File: config.mk
export PLATFORM = sky130hd
export DESIGN_NAME = sdc_mc_flat
export DESIGN_NICKNAME = d
export VERILOG_FILES = /design/src/rtl/sdc_pkg.sv /design/src/rtl/sdc_mc_if.sv /design/src/rtl/sdc_spi_eng.sv /design/src/rtl/sdc_mc.sv /design/src/flat_wrapper.sv
export SDC_FILE = /design/constraint.sdc
export NUM_CORES = 1
export LEC_CHECK = 0
export ABC_AREA = 1
export CORE_MARGIN = 8
export CORE_UTILIZATION = 45
export CTS_BUF_LIST = sky130_fd_sc_hd__clkbuf_16
export DETAILED_ROUTE_END_ITERATION = 8
export DONT_BUFFER_PORTS = 1
export PLACE_DENSITY = 0.66
export RECOVER_POWER = 50
export SLEW_MARGIN = 40
export SYNTH_ARGS = -nofsm -noshare
export SYNTH_HDL_FRONTEND = slang
export SYNTH_SLANG_ARGS = --single-unit
File: constraint.sdc
create_clock -name clk -period 2 [get_ports clk]
set_input_delay 0.2 -clock clk [delete_from_list [all_inputs] [get_ports clk]]
set_output_delay 0.2 -clock clk [all_outputs]
set_load 0.01 [all_outputs]
File: src/rtl/sdc_pkg.sv
// sdc_pkg: shared definitions for the sdc_mc multi-channel SPI controller.
//   - register addresses on the word-addressed I/O bus
//   - control and status register bit positions
//   - SPI engine state encoding
package sdc_pkg;

    // Register map (addr[1:0])
    localparam logic [1:0] SDC_REG_DATA = 2'd0;
    localparam logic [1:0] SDC_REG_CTRL = 2'd1;
    localparam logic [1:0] SDC_REG_STAT = 2'd2;

    // Control register bits; SEL occupies [NUM_CS-1:0] starting here
    localparam int CTRL_SEL     = 0;
    localparam int CTRL_FAST    = 8;
    localparam int CTRL_WIDE    = 9;
    localparam int CTRL_IEN     = 10;
    localparam int CTRL_CLR_OVR = 31;

    // Status register bits
    localparam int STAT_RDY  = 0;
    localparam int STAT_BUSY = 1;
    localparam int STAT_DONE = 2;
    localparam int STAT_OVR  = 3;

    // Engine state: SHIFT_LO is the sclk-low half of a bit, SHIFT_HI the high half
    typedef enum logic [1:0] {
        SDC_IDLE     = 2'd0,
        SDC_SHIFT_LO = 2'd1,
        SDC_SHIFT_HI = 2'd2
    } sdc_state_e;

endpackage

File: src/rtl/sdc_mc_if.sv
// sdc_mc_if: RISC5 I/O bus slave port of the SD/SPI controller.
//   stb      bus strobe
//   we       write enable
//   addr     register select (0 data, 1 control, 2 status)
//   data_in  write data
//   data_out read data, 0 when not reading
//   ack      acknowledge (zero wait states)
interface sdc_mc_if;
    logic        stb;
    logic        we;
    logic [1:0]  addr;
    logic [31:0] data_in;
    logic [31:0] data_out;
    logic        ack;

    modport master (output stb, we, addr, data_in, input data_out, ack);
    modport slave  (input stb, we, addr, data_in, output data_out, ack);
endinterface

File: src/rtl/sdc_spi_eng.sv
// sdc_spi_eng: SPI mode-0 shift engine (MSB first, 8- or 32-bit).
//   clk, rst  system clock, synchronous active-high reset
//   start     begin a transfer (honoured only when idle)
//   div       sclk half-period in clk cycles (>=1), captured at start
//   wide      1 = 32-bit transfer, 0 = 8-bit, captured at start
//   data_tx   transmit word; 8-bit mode sends data_tx[7:0]
//   miso      serial input, sampled on the sclk rising edge
//   data_rx   received word (8-bit mode: {24'h0, byte}); valid with done_p
//   busy      transfer in progress
//   sclk      SPI clock, idles 0
//   mosi      serial output, idles 1, changes after sclk falls
//   done_p    one-cycle pulse in the final cycle of a transfer
module sdc_spi_eng
    import sdc_pkg::*;
(
    input  logic        clk,
    input  logic        rst,
    input  logic        start,
    input  logic [15:0] div,
    input  logic        wide,
    input  logic [31:0] data_tx,
    input  logic        miso,
    output logic [31:0] data_rx,
    output logic        busy,
    output logic        sclk,
    output logic        mosi,
    output logic        done_p
);

    sdc_state_e  state_q, state_d;
    logic [15:0] cnt_q;
    logic [15:0] div_q;
    logic [4:0]  bit_q;
    logic        wide_q;
    logic [31:0] sh_q;
    logic        miso_q;
    logic        sclk_q;
    logic        cnt_end;
    logic        last_bit;

    assign cnt_end  = (cnt_q == div_q - 16'd1);
    assign last_bit = (bit_q == (wide_q ? 5'd31 : 5'd7));

    always_comb begin
        state_d = state_q;
        done_p  = 1'b0;
        case (state_q)
            SDC_IDLE:     if (start) state_d = SDC_SHIFT_LO;
            SDC_SHIFT_LO: if (cnt_end) state_d = SDC_SHIFT_HI;
            SDC_SHIFT_HI: begin
                if (cnt_end) begin
                    state_d = last_bit ? SDC_IDLE : SDC_SHIFT_LO;
                    done_p  = last_bit;
                end
            end
            default:      state_d = SDC_IDLE;
        endcase
    end

    // Transmit and receive share one shift register: the outgoing MSB drives
    // mosi while the sampled miso bit enters at the LSB on each falling edge.
    // An 8-bit word is loaded left-justified so that after 8 shifts the
    // received byte sits in [7:0] with zeros above it.
    always_ff @(posedge clk) begin
        if (rst) begin
            state_q <= SDC_IDLE;
            cnt_q   <= '0;
            div_q   <= 16'd1;
            bit_q   <= '0;
            wide_q  <= 1'b0;
            sh_q    <= '0;
            miso_q  <= 1'b0;
            sclk_q  <= 1'b0;
        end else begin
            state_q <= state_d;
            sclk_q  <= (state_d == SDC_SHIFT_HI);
            case (state_q)
                SDC_IDLE: begin
                    if (start) begin
                        sh_q   <= wide ? data_tx : {data_tx[7:0], 24'h0};
                        cnt_q  <= '0;
                        bit_q  <= '0;
                        div_q  <= div;
                        wide_q <= wide;
                    end
                end
                SDC_SHIFT_LO: begin
                    cnt_q <= cnt_end ? 16'd0 : cnt_q + 16'd1;
                    if (cnt_end) miso_q <= miso;
                end
                SDC_SHIFT_HI: begin
                    cnt_q <= cnt_end ? 16'd0 : cnt_q + 16'd1;
                    if (cnt_end) begin
                        sh_q  <= {sh_q[30:0], miso_q};
                        bit_q <= bit_q + 5'd1;
                    end
                end
                default: ;
            endcase
        end
    end

    // The final shift lands on the same edge as done_p, so present the
    // post-shift word while done_p is high.
    assign data_rx = wide_q ? {sh_q[30:0], miso_q} : {24'h0, sh_q[6:0], miso_q};
    assign busy    = (state_q != SDC_IDLE);
    assign sclk    = sclk_q;
    assign mosi    = (state_q == SDC_IDLE) ? 1'b1 : sh_q[31];

endmodule

File: src/rtl/sdc_mc.sv
// sdc_mc: multi-channel SPI controller (SD cards and other SPI peripherals)
// on the RISC5 I/O bus. Three word-addressed registers: data, control, status.
//   clk, rst  system clock, synchronous active-high reset
//   bus       sdc_mc_if.slave: stb, we, addr, data_in, data_out, ack
//   ss_n      active-low chip selects, ss_n = ~sel
//   sclk      SPI clock, mode 0
//   mosi      SPI data out
//   miso      SPI data in
//   irq       completion interrupt
// Optional feature: define SDC_IRQ_EN to store ien (control bit 10) and
// drive irq = done & ien, registered. Without it irq is tied 0.
module sdc_mc
    import sdc_pkg::*;
#(
    parameter int NUM_CS   = 2,
    parameter int SLOW_DIV = 63,
    parameter int FAST_DIV = 2
) (
    input  logic              clk,
    input  logic              rst,
    sdc_mc_if.slave           bus,
    output logic [NUM_CS-1:0] ss_n,
    output logic              sclk,
    output logic              mosi,
    input  logic              miso,
    output logic              irq
);

    logic [NUM_CS-1:0] sel_q;
    logic              fast_q;
    logic              wide_q;
    logic              ovr_q;
    logic              done_q;
    logic [31:0]       rx_q;

    logic        wr_data, wr_ctrl, rd_data;
    logic        start, busy, done_p;
    logic [31:0] data_rx;
    logic [15:0] div;

    assign wr_data = bus.stb &  bus.we & (bus.addr == SDC_REG_DATA);
    assign wr_ctrl = bus.stb &  bus.we & (bus.addr == SDC_REG_CTRL);
    assign rd_data = bus.stb & ~bus.we & (bus.addr == SDC_REG_DATA);
    assign start   = wr_data & ~busy;
    assign div     = fast_q ? 16'(FAST_DIV) : 16'(SLOW_DIV);

    sdc_spi_eng u_eng (
        .clk     (clk),
        .rst     (rst),
        .start   (start),
        .div     (div),
        .wide    (wide_q),
        .data_tx (bus.data_in),
        .miso    (miso),
        .data_rx (data_rx),
        .busy    (busy),
        .sclk    (sclk),
        .mosi    (mosi),
        .done_p  (done_p)
    );

    always_ff @(posedge clk) begin
        if (rst) begin
            sel_q  <= '0;
            fast_q <= 1'b0;
            wide_q <= 1'b0;
            ovr_q  <= 1'b0;
            done_q <= 1'b0;
            rx_q   <= '0;
        end else begin
            if (wr_ctrl) begin
                sel_q  <= bus.data_in[CTRL_SEL +: NUM_CS];
                fast_q <= bus.data_in[CTRL_FAST];
                wide_q <= bus.data_in[CTRL_WIDE];
            end
            // Data write and control write never coincide, so order is moot
            if (wr_data && busy)
                ovr_q <= 1'b1;
            else if (wr_ctrl && bus.data_in[CTRL_CLR_OVR])
                ovr_q <= 1'b0;
            // Completion beats a same-cycle clearing access
            if (done_p) begin
                done_q <= 1'b1;
                rx_q   <= data_rx;
            end else if (wr_data || rd_data) begin
                done_q <= 1'b0;
            end
        end
    end

`ifdef SDC_IRQ_EN
    logic ien_q;
    logic irq_q;

    always_ff @(posedge clk) begin
        if (rst) begin
            ien_q <= 1'b0;
            irq_q <= 1'b0;
        end else begin
            if (wr_ctrl) ien_q <= bus.data_in[CTRL_IEN];
            irq_q <= done_q & ien_q;
        end
    end

    assign irq = irq_q;
`else
    assign irq = 1'b0;
`endif

    always_comb begin
        bus.data_out = '0;
        if (bus.stb && !bus.we) begin
            case (bus.addr)
                SDC_REG_DATA: bus.data_out = rx_q;
                SDC_REG_STAT: bus.data_out = {28'h0, ovr_q, done_q, busy, ~busy};
                default:      bus.data_out = '0;
            endcase
        end
    end

    assign bus.ack = bus.stb;
    assign ss_n    = ~sel_q;

endmodule

File: src/flat_wrapper.sv
// flat-port wrapper written by rule: the top's interface ports become plain ports
module sdc_mc_flat import sdc_pkg::*;
#(
    parameter int NUM_CS   = 2,
    parameter int SLOW_DIV = 63,
    parameter int FAST_DIV = 2
)
  (clk, rst, ss_n, sclk, mosi, miso, irq, bus_stb, bus_we, bus_addr, bus_data_in, bus_data_out, bus_ack);
  sdc_mc_if bus_i ();
  input  logic clk;
  input  logic rst;
  output logic [NUM_CS-1:0] ss_n;
  output logic sclk;
  output logic mosi;
  input  logic miso;
  output logic irq;
  input wire logic [$bits(bus_i.stb)-1:0] bus_stb;
  input wire logic [$bits(bus_i.we)-1:0] bus_we;
  input wire logic [$bits(bus_i.addr)-1:0] bus_addr;
  input wire logic [$bits(bus_i.data_in)-1:0] bus_data_in;
  output wire logic [$bits(bus_i.data_out)-1:0] bus_data_out;
  output wire logic [$bits(bus_i.ack)-1:0] bus_ack;
  assign bus_i.stb = bus_stb;
  assign bus_i.we = bus_we;
  assign bus_i.addr = bus_addr;
  assign bus_i.data_in = bus_data_in;
  assign bus_data_out = bus_i.data_out;
  assign bus_ack = bus_i.ack;
  sdc_mc #(.NUM_CS(NUM_CS), .SLOW_DIV(SLOW_DIV), .FAST_DIV(FAST_DIV)) u_core (.clk(clk), .rst(rst), .bus(bus_i), .ss_n(ss_n), .sclk(sclk), .mosi(mosi), .miso(miso), .irq(irq));
endmodule
### Clock network drawn from the DEF

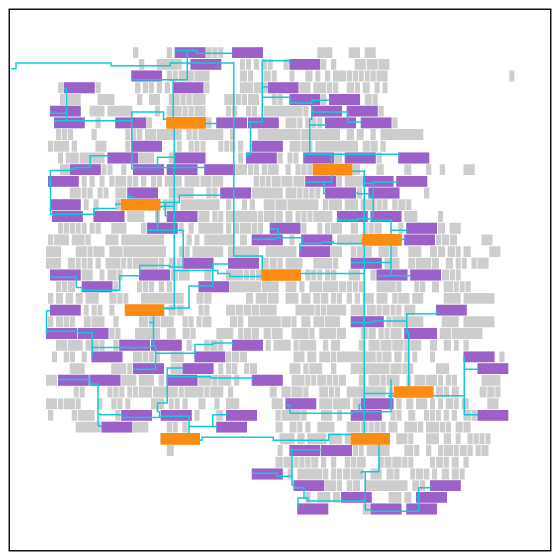
[purple] flip-flops | count: 99
[orange] cells driving clock nets | count: 9
[cyan] clock wires | length: 1290 um
routed clock nets	10
Worst Skew: 7.05 ps
Clk. pwr: 0.00164 W
Late-Pin Clk Latency: 360 ps
clock power share: 38.3%

### Clock wiring as the flow saved it

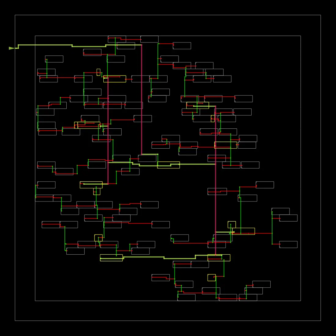
flip-flops: 99
Inserted Clock Buffers: 9
Sink Count: 99
clkbuf count: 9

### Sizing map

The bar under the picture is 50 um long.
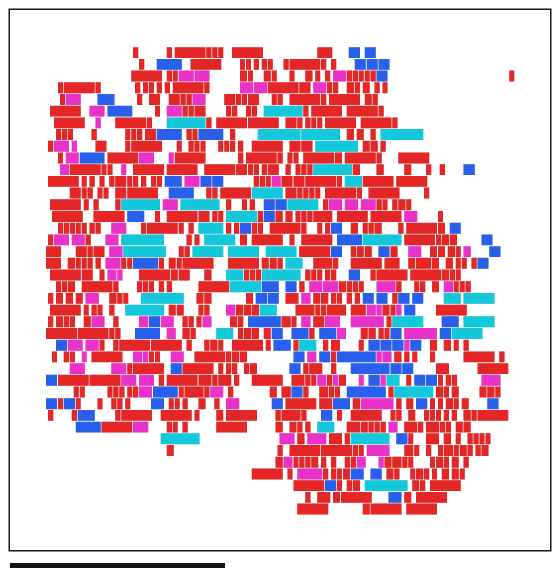
colour	size	cells
magenta	drive 2	87
cyan	drive 6 and up	41
red	drive 1 or less	658
blue	drive 3 to 4	86
Layout area overhead: 30.6%
fin worst setup slack: -249 ps
Final Cell Area: 0.00705 sq mm
bufs w/o clock: 97

### Cell classes on the final placement

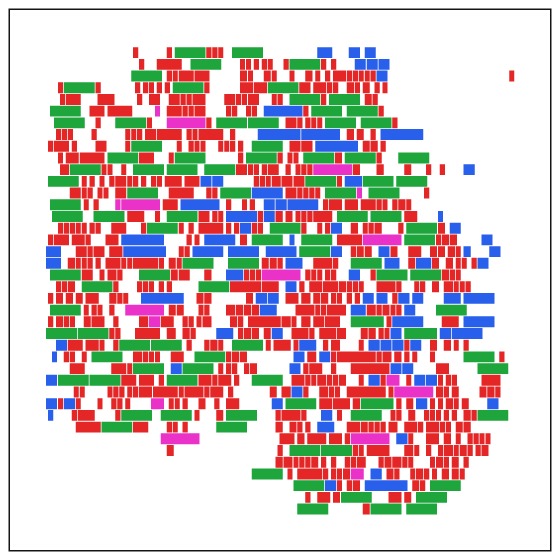
colour	class	cells
green	flip-flops	99
blue	other buffers and delay cells	97
magenta	clock drivers and dummy loads	16
red	all other logic	660

### Where the registers sit

The bar under the picture is 50 um long. Other sequential cells in the stronger grey, the rest of the logic in the fainter grey.
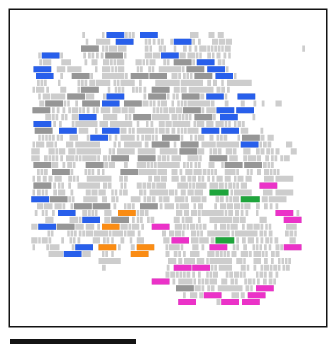
colour	name in the netlist	placed flops
green	`u_core.u_eng.div_q`	3
magenta	`u_core.u_eng.cnt_q`	16
blue	`u_core.rx_q`	32
orange	`u_core.u_eng.bit_q`	5

==> results_dict.tcl <==
# yosys + openroad results
set metrics [dict create \
    edf_count 0 \
    gp_congestion 0.851 \
    wl_met1_um 6790 \
    antenna_found_initial 0 \
    crit_slowest_cell "dfxtp_2" \
    wl_met2_um 7980 \
    synth-simple-area-share_pct 32.4 \
    critical_path_class "reg2reg" \
    hp-class "in2reg" \
    crit_cells 17 \
    status "finished with violations" \
    routedWlPerCell_um 16.1 \
    final-seq-area_sq_mm 0.00199 \
    nWellTaps 147 \
    crit_path_max_fanout 5 \
    end_kind "flip-flop" \
    setup_ws_ps -249 \
    most_common_cell "nand2_1" \
    fin_crit_sh_pct 112 \
    hold_buffers 6 \
    start_kind "flip-flop" \
    regToRegEndpoint "u_core.rx_q[8]" \
    violations "setup timing" \
    period_needed_ps 2250 \
    io_pins 77 \
    netlist_instances 803 \
    leakage_nw 2.87 \
    finalSetupViolCount 88 \
    path_clk_slew_ps 70 \
    ys_top_cells_by_area "dfxtp_1 (37%), nand2_1 (12%), nor2_1 (8.8%), inv_1 (7.7%), a21oi_1 (5.6%)" \
    topCombFamilyByArea "simple AND/OR/NAND/NOR gates" \
    vias 5394 \
    final-comb-area_sq_mm 0.00308 \
    warnings 33 \
    worst_r2r_path_depth 17 \
    dr.pass1.iters 5 \
    worstMarginPinSlew_ps 695 \
    drt_wl_total_um 16400 \
    grtUsageMet3_pct 5.48 \
    post_cts_buffers 17 \
    relSlewSlack_pct 53.7 \
    postPlaceCellArea_sq_mm 0.00593 \
    via_per_inst 5.29 \
    max_cap_viol_count 0 \
    ys_cells 803 \
]
==> logic make-up after synthesis <==
family / count (synthesis)
adders and majority gates: 10
AOI/OAI and AO/OA: 127
other: 1
and+or+nand+nor: 394
DFF: 99
xor gates and xnor gates: 14
buffers and inverters: 158
==> stage by stage <==
step | instances | setup slack (ps) | total power [W] | setup TNS, ps | util (%)
floorplan | 803 | 4.04 | 0.00240 | 0 | -
global placement | 964 | -99.5 | 0.00250 | -6000 | 50.0
detailed placement | 964 | -184 | 0.00251 | -10230 | 50.0
CTS | 1010 | -168 | 0.00423 | -9520 | 57.4
global route | 1019 | -425 | 0.00443 | -29140 | 59.4
finish | 1019 | -249 | 0.00429 | -15190 | 59.4
Power and IR drop assume default switching activity.
